==> run_1/layers.png <==
Two of the layers only.
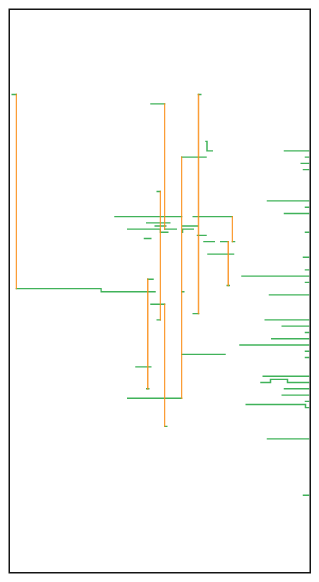
==> run_1/m2.png <==
Bar = 20 um.
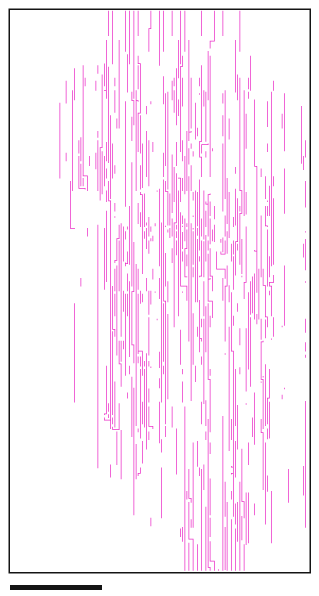
==> run_1/ff_map.png <==
Other sequential cells in the stronger grey, the rest of the logic in the fainter grey.
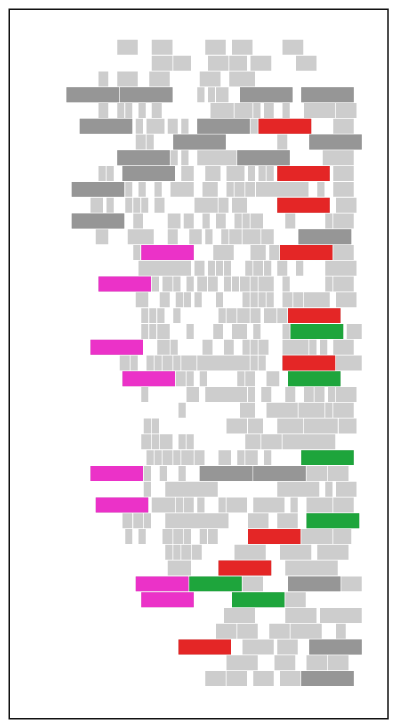
==> config.mk <==
export PLATFORM = sky130hd
export DESIGN_NAME = lm_sm_sequencer_flat
export DESIGN_NICKNAME = d
export VERILOG_FILES = /design/src/rtl/isa_pkg.sv /design/src/rtl/lm_sm_sequencer_if.sv /design/src/rtl/pri_enc8.sv /design/src/rtl/lm_sm_sequencer.sv /design/src/flat_wrapper.sv
export SDC_FILE = /design/constraint.sdc
export NUM_CORES = 1
export LEC_CHECK = 0
export ABC_AREA = 1
export CAP_MARGIN = 0
export CORE_ASPECT_RATIO = 2
export CORE_MARGIN = 4
export CORE_UTILIZATION = 34
export DETAILED_ROUTE_END_ITERATION = 16
export GPL_TIMING_DRIVEN = 0
export PLACE_DENSITY = 0.7
export SYNTH_ARGS = -nofsm -noshare
export SYNTH_HDL_FRONTEND = slang
export SYNTH_SLANG_ARGS = --single-unit
==> constraint.sdc <==
create_clock -name clk -period 1.9 [get_ports clk]
set_input_delay 0.38 -clock clk [delete_from_list [all_inputs] [get_ports clk]]
set_output_delay 0.38 -clock clk [all_outputs]
set_load 0.01 [all_outputs]
==> results.toml, run 1 <==
# yosys + openroad results
[finish]
final_cells = 419
largest_reg_flops = 9
drive_gt1_share_pct = 18.0
final_nets = 362
num_antenna_cells = 0
areaGrowthSynthToFinish_pct = 46.8
regArea_um2 = 1050

[logic_synthesis]
synth_nets = 286
synth.avg_cell_area_um2 = 8.64
topCellsByArea = "dfrtp_1 48%, nand2_1 11%, mux2_4 8.8%"
async_reset_ff_share_pct = 100
ys_seq_share_pct = 47.5
synth-edff-count = 0
yosys_area_um2 = 2210
top_area_share_pct = 47.5
top_area_cell = "dfrtp_1"
synth_cell_types = 30
synthCells = 256
ys_cells = 256
yosys_warnings = 0

[detailed_routing]
drtAntennaViolNets = 0
drc = 0
drt_iter0_drc = 117
routed_via_density = 4.84

[final_timing]
setup_viol = 0
whs_ns = 0.441
fin_crit_sh_pct = 95.3
slew_violations = 0
period_minus_slack_ns = 1.81
worst_pin_slew_ns = 0.471
setup_ws_ns = 0.0894

[hold_path]
hp-class = "input port to register"

[clock_tree]
cts_buffer_depth = 2
cts_buffers = 5
cts.htree.levels = 2
clk_pin_slew_worst_paths_ns = 0.06
insertion_delay_ns = 0.29
cts.sinks = 42
cts-root-buf = "clkbuf_16"

[critical_path]
rrSetupSlack_ns = 0.09
crit_path_max_fanout = 6
required_ns = 2.07
critPathMaxStageDelay_ns = 0.47
crit_slowest_cell = "clkdlybuf4s50_1"
critPathCaptureType = "register"
worstPathArrival_ns = 1.98
ff2ff_path_depth = 11

[power_and_ir_drop]
power_leakage_nw = 1.60
ir_drop_mv = 0.311
power_density_nw_per_um2 = 854

[placement]
port_buffers = 59
place_inst = 402
routabilityCongestion = 0.883
place_ws_ns = -0.534

[grt]
grt_pass1_vias = 2079
grt_max_degree = 31

[die]
die-height_um = 122
initCoreUtil_pct = 35.0
die_w_um = 65.0
core_um2 = 6310
die_area_um2 = 7940
core.rowCount = 41

[status]
outcome = "completed"

[run]
tool_warnings = 26
drv_cap = 0
Back to the opening pictures, layers.png:
legend:
  M4:
    colour: orange
    wire_length: 263 um
  M3:
    colour: green
    wire_length: 285 um
overall routing resource usage: 16.5%
DR WL/cell: 14.9 um
Vias: 2030
DRT Wirelength: 6240 um

Back to the opening pictures, m2.png:
share of all routed wire: 58%
longest straight run: 52.7 um
met2 Track Usage GR: 31.2%

Back to the opening pictures, ff_map.png:
legend:
  u_core.mask_q:
    colour: magenta
    flops: 8
  u_core.bus.out_op:
    colour: green
    flops: 6
  u_core.bus.out_imm:
    colour: red
    flops: 9
Final Util: 51.4%
sequential power: 0.00110 W

==> run 1: kinds of logic after synthesis <==
| family | count (synthesis) | synth area share, % |
|---|---|---|
| AND-OR/OR-AND | 44 | 10.7 |
| adder cells (fa/ha/maj) | 1 | 0.566 |
| multiplexers | 13 | 8.83 |
| buffers and inverters | 37 | 7.87 |
| flip-flops | 42 | 47.5 |
| AND/OR/NAND/NOR | 119 | 24.5 |
==> run 1: metrics by stage <==
stage,util (%),instance area (um^2)
floorplan,-,2210
global placement,46.1,2910
detailed placement,46.3,2920
CTS,49.9,3150
global route,51.4,3250
finish,51.4,3250
==> run 1: routing by layer <==
metal	wire, um	vias up	GRT usage, %	share of wire [%]
met2	3610	72	31.2	58
met3	284	21	3.14	4.6
met4	262	0	9.22	4.2
met1	2080	955	16.2	33
met5	0	-	0	0
li1	-	982	-	-
==> run 1: power breakdown <==
part	total [W]	internal [W]	switching (W)
clock	0.000956	0.000621	0.000335
combinational	0.000717	0.000431	0.000286
sequential	0.00110	0.00103	0.0000720
total	0.00277	0.00208	0.000693
==> run 1: cells in the final DEF (no fill, tap or decap), drive strengths merged <==
| cell | count |
|---|---|
| a21oi | 5 |
| a22o | 1 |
| a31oi | 3 |
| buf | 13 |
| bufinv | 1 |
| clkbuf | 10 |
| clkdlybuf4s50 | 46 |
| dfrtp | 42 |
| dlygate4sd2 | 5 |
| dlygate4sd3 | 1 |
| dlymetal6s2s | 7 |
| ha | 1 |
| inv | 31 |
| mux2 | 13 |
| nand2 | 72 |
| nand3 | 18 |
| nand3b | 2 |
| nand4 | 2 |
| nor2 | 22 |
| nor3 | 1 |
| nor3b | 1 |
| o211ai | 2 |
| o21ai | 30 |
| o22ai | 3 |
| or2 | 1 |
==> run 1: synth_stat cells (3+ instances only) <==
| master | number |
|---|---|
| nand2_1 | 67 |
| dfrtp_1 | 42 |
| o21ai_0 | 29 |
| inv_1 | 26 |
| nor2_1 | 18 |
| nand3_1 | 17 |
| mux2_4 | 13 |
| a21oi_1 | 5 |
| inv_2 | 4 |
| a31oi_1 | 3 |
| nand2_2 | 3 |
| nor2_2 | 3 |
| o22ai_1 | 3 |
==> run 1: final cells by class <==
cell class | count | area share (%)
flip-flops and latches | 42 | 32.4
multi-input cells | 177 | 32.0
repair buffers | 69 | 21.6
clock buffers | 7 | 4.09
inverters | 31 | 3.74
well taps | 86 | 3.32
plain buffers | 6 | 1.93
clock inverters | 1 | 0.925
==> run 1: what timing repair did <==
action                     4_1_cts  5_1_grt
setup endpoints to repair       33       28
hold endpoints to repair        12        0
gates cloned                     0        1
setup buffers                    3        4
hold buffers                     1        0
resized                         15       16
pin swaps                        4        6
==> run 1: worst max-delay path, delay by kind of cell <==
kind	cells	cell delay, ns
and+or+nand+nor	4	0.47
muxes	1	0.29
AOI/OAI and AO/OA	1	0.10
buffers and inverters	3	0.73
==> run_1/placed.png <==
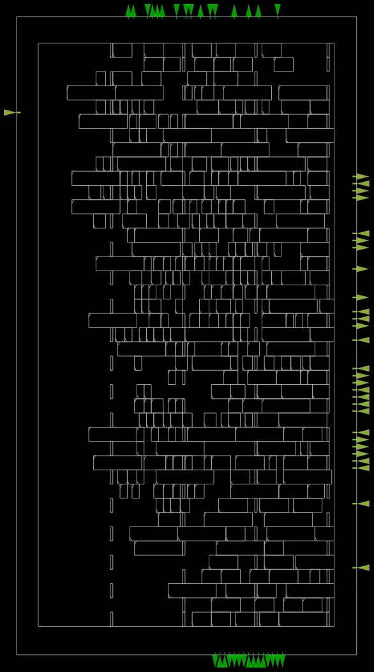

--- run 2 (diff from run 1) ---
Settings changed: ABC_AREA 1 to default, SLEW_MARGIN from default to 5.
==> run_2/placed.png <==
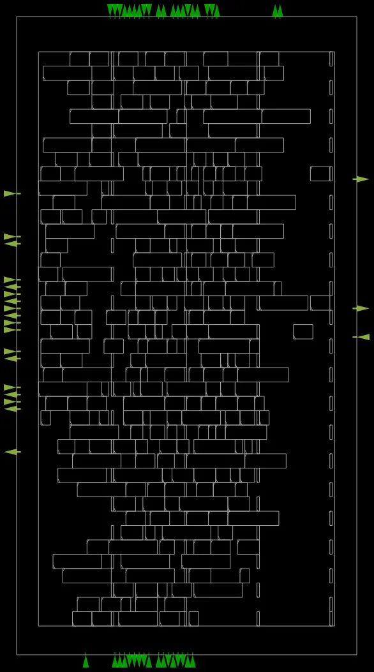
fillers: 557
fraction of area in registers: 31.5%
num rows: 40

==> run_2/m2.png <==
Bar = 20 um.
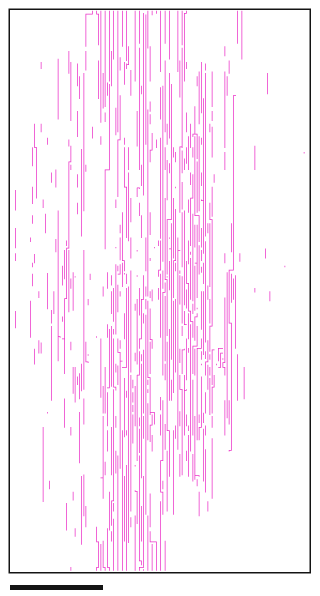
longest straight run: 55.1 um
nets with wire on the layer: 280
main direction: vertical
share of all routed wire: 59%
wire length on this layer: 3640 um
met2 Track Usage GR: 30.2%
DRT Wirelength: 6160 um
Vias: 1932

==> results.toml, run 2 <==
# yosys + openroad results
[logic_synthesis]
top_cell = "dfrtp_1"
synthCells = 199
synth_cell_types = 41
top_area_cell = "dfrtp_1"
ys_seq_share_pct = 48.5
ys_top_cells_by_count = "42 x dfrtp_1, 20 x mux2_2, 15 x buf_2, 11 x nor2_1, 9 x nand2_1"
topCellsByArea = "dfrtp_1 48%, mux2_2 10%, buf_2 3.5%"
synth_nets = 229
top_area_share_pct = 48.5
ys_cells = 199
synth.avg_cell_area_um2 = 10.9

[finish]
areaGrowthSynthToFinish_pct = 54.4
num_antenna_cells = 0
final_nets = 304
layout_top_cells = "47 x clkdlybuf4s50_1, 39 x dfrtp_1, 20 x mux2_2"
drive_gt1_share_pct = 32.7
final_cells = 359
regArea_um2 = 1050
final_common_cell = "clkdlybuf4s50_1"

[die]
die-height_um = 121
die_w_um = 64.5
initCoreUtil_pct = 35.5
core_um2 = 6110
die_area_um2 = 7790

[detailed_routing]
routedWlPerCell_um = 17.2
drc = 0
routed_via_density = 5.38
drtAntennaViolNets = 0
drt_iter0_drc = 86

[run]
drv_cap = 0
tool_warnings = 29

[critical_path]
crit_path_max_fanout = 4
rrSetupSlack_ns = -0.09
worstPathArrival_ns = 2.17
ff2ff_path_depth = 5
critPathCaptureType = "register"

[final_timing]
slew_violations = 0
fin_crit_sh_pct = 105
worst_pin_slew_ns = 0.634
setup_viol = 3
setup_ws_ns = -0.0897

[status]
outcome = "finished, violations left"
violations = "setup timing"

[clock_tree]
cts_buffers = 5
insertion_delay_ns = 0.29
cts.htree.levels = 2
clk_pin_slew_worst_paths_ns = 0.06
cts_buffer_depth = 2
cts.sinks = 42
cts-root-buf = "clkbuf_16"

[placement]
port_buffers = 54
place_inst = 338
routabilityCongestion = 0.820

[power_and_ir_drop]
power_leakage_nw = 1.53
power_density_nw_per_um2 = 823
ir_drop_mv = 0.784

[grt]
grt_pass1_vias = 2036
grt_max_degree = 26

[hold_path]
hp-class = "input port to asynchronous set/reset pin"
[run 2: logic make-up after synthesis]
| kind of cell | count (synthesis) | share of synthesized area (%) |
|---|---|---|
| muxes | 20 | 10.4 |
| and+or+nand+nor | 57 | 15.0 |
| AOI/OAI and AO/OA | 56 | 19.7 |
| adders and majority gates | 2 | 1.04 |
| buffers and inverters | 22 | 5.37 |
| DFF | 42 | 48.5 |
[run 2: final cells by class]
type / count / area share, %
Inverter: 3 / 0.336
Clock inverter: 3 / 2.06
Multi-Input combinational cell: 136 / 35.3
Buffer: 14 / 3.29
Sequential cell: 42 / 31.5
Timing Repair Buffer: 72 / 20.6
Clock buffer: 5 / 3.74
Tap cell: 84 / 3.14
[run 2: power breakdown]
part           internal (W)  switching (W)
Clock              0.000755       0.000361
Sequential          0.00100      0.0000520
Combinational      0.000344       0.000239
Total               0.00210       0.000652
[run 2: through the flow]
stage	worst slack [ns]	util [%]	hold slack (ns)	cell area (um^2)	TNS, ns
6_report	-0.0897	54.8	0.0245	3350	-0.197
5_1_grt	-0.119	54.8	0.0609	3350	-0.608
4_1_cts	-0.157	53.4	0.0414	3260	-0.652
3_5_place_dp	-0.714	46.6	0.353	2840	-21.01
3_3_place_gp	-0.690	46.3	0.462	2830	-49.09
2_1_floorplan	-0.0370	-	0.0844	2180	-0.116
[run 2: worst max-delay path, cell delays in order (launching register included)]
cell,delay [ns]
dfrtp_2,0.42
or4_4,0.56
or4_4,0.45
a31oi_4,0.21
a211oi_4,0.07
a21o_1,0.17
[run 2: what timing repair did]
| item | CTS | global route |
|---|---|---|
| cloned | 0 | 1 |
| setup buffers | 13 | 4 |
| pin swaps | 15 | 9 |
| resized | 36 | 24 |
| endpoints found under the setup margin | 39 | 34 |
| hold buffers | 0 | 0 |
[run 2: layer usage]
metal  global-route usage (%)  part of all wire (%)
met1                     16.2                    33
met4                     10.9                   3.8
met5                        0                     0
met2                     30.2                    59
met3                     3.34                   4.6
No activity file was given, so power comes from the tool's default toggle rates.
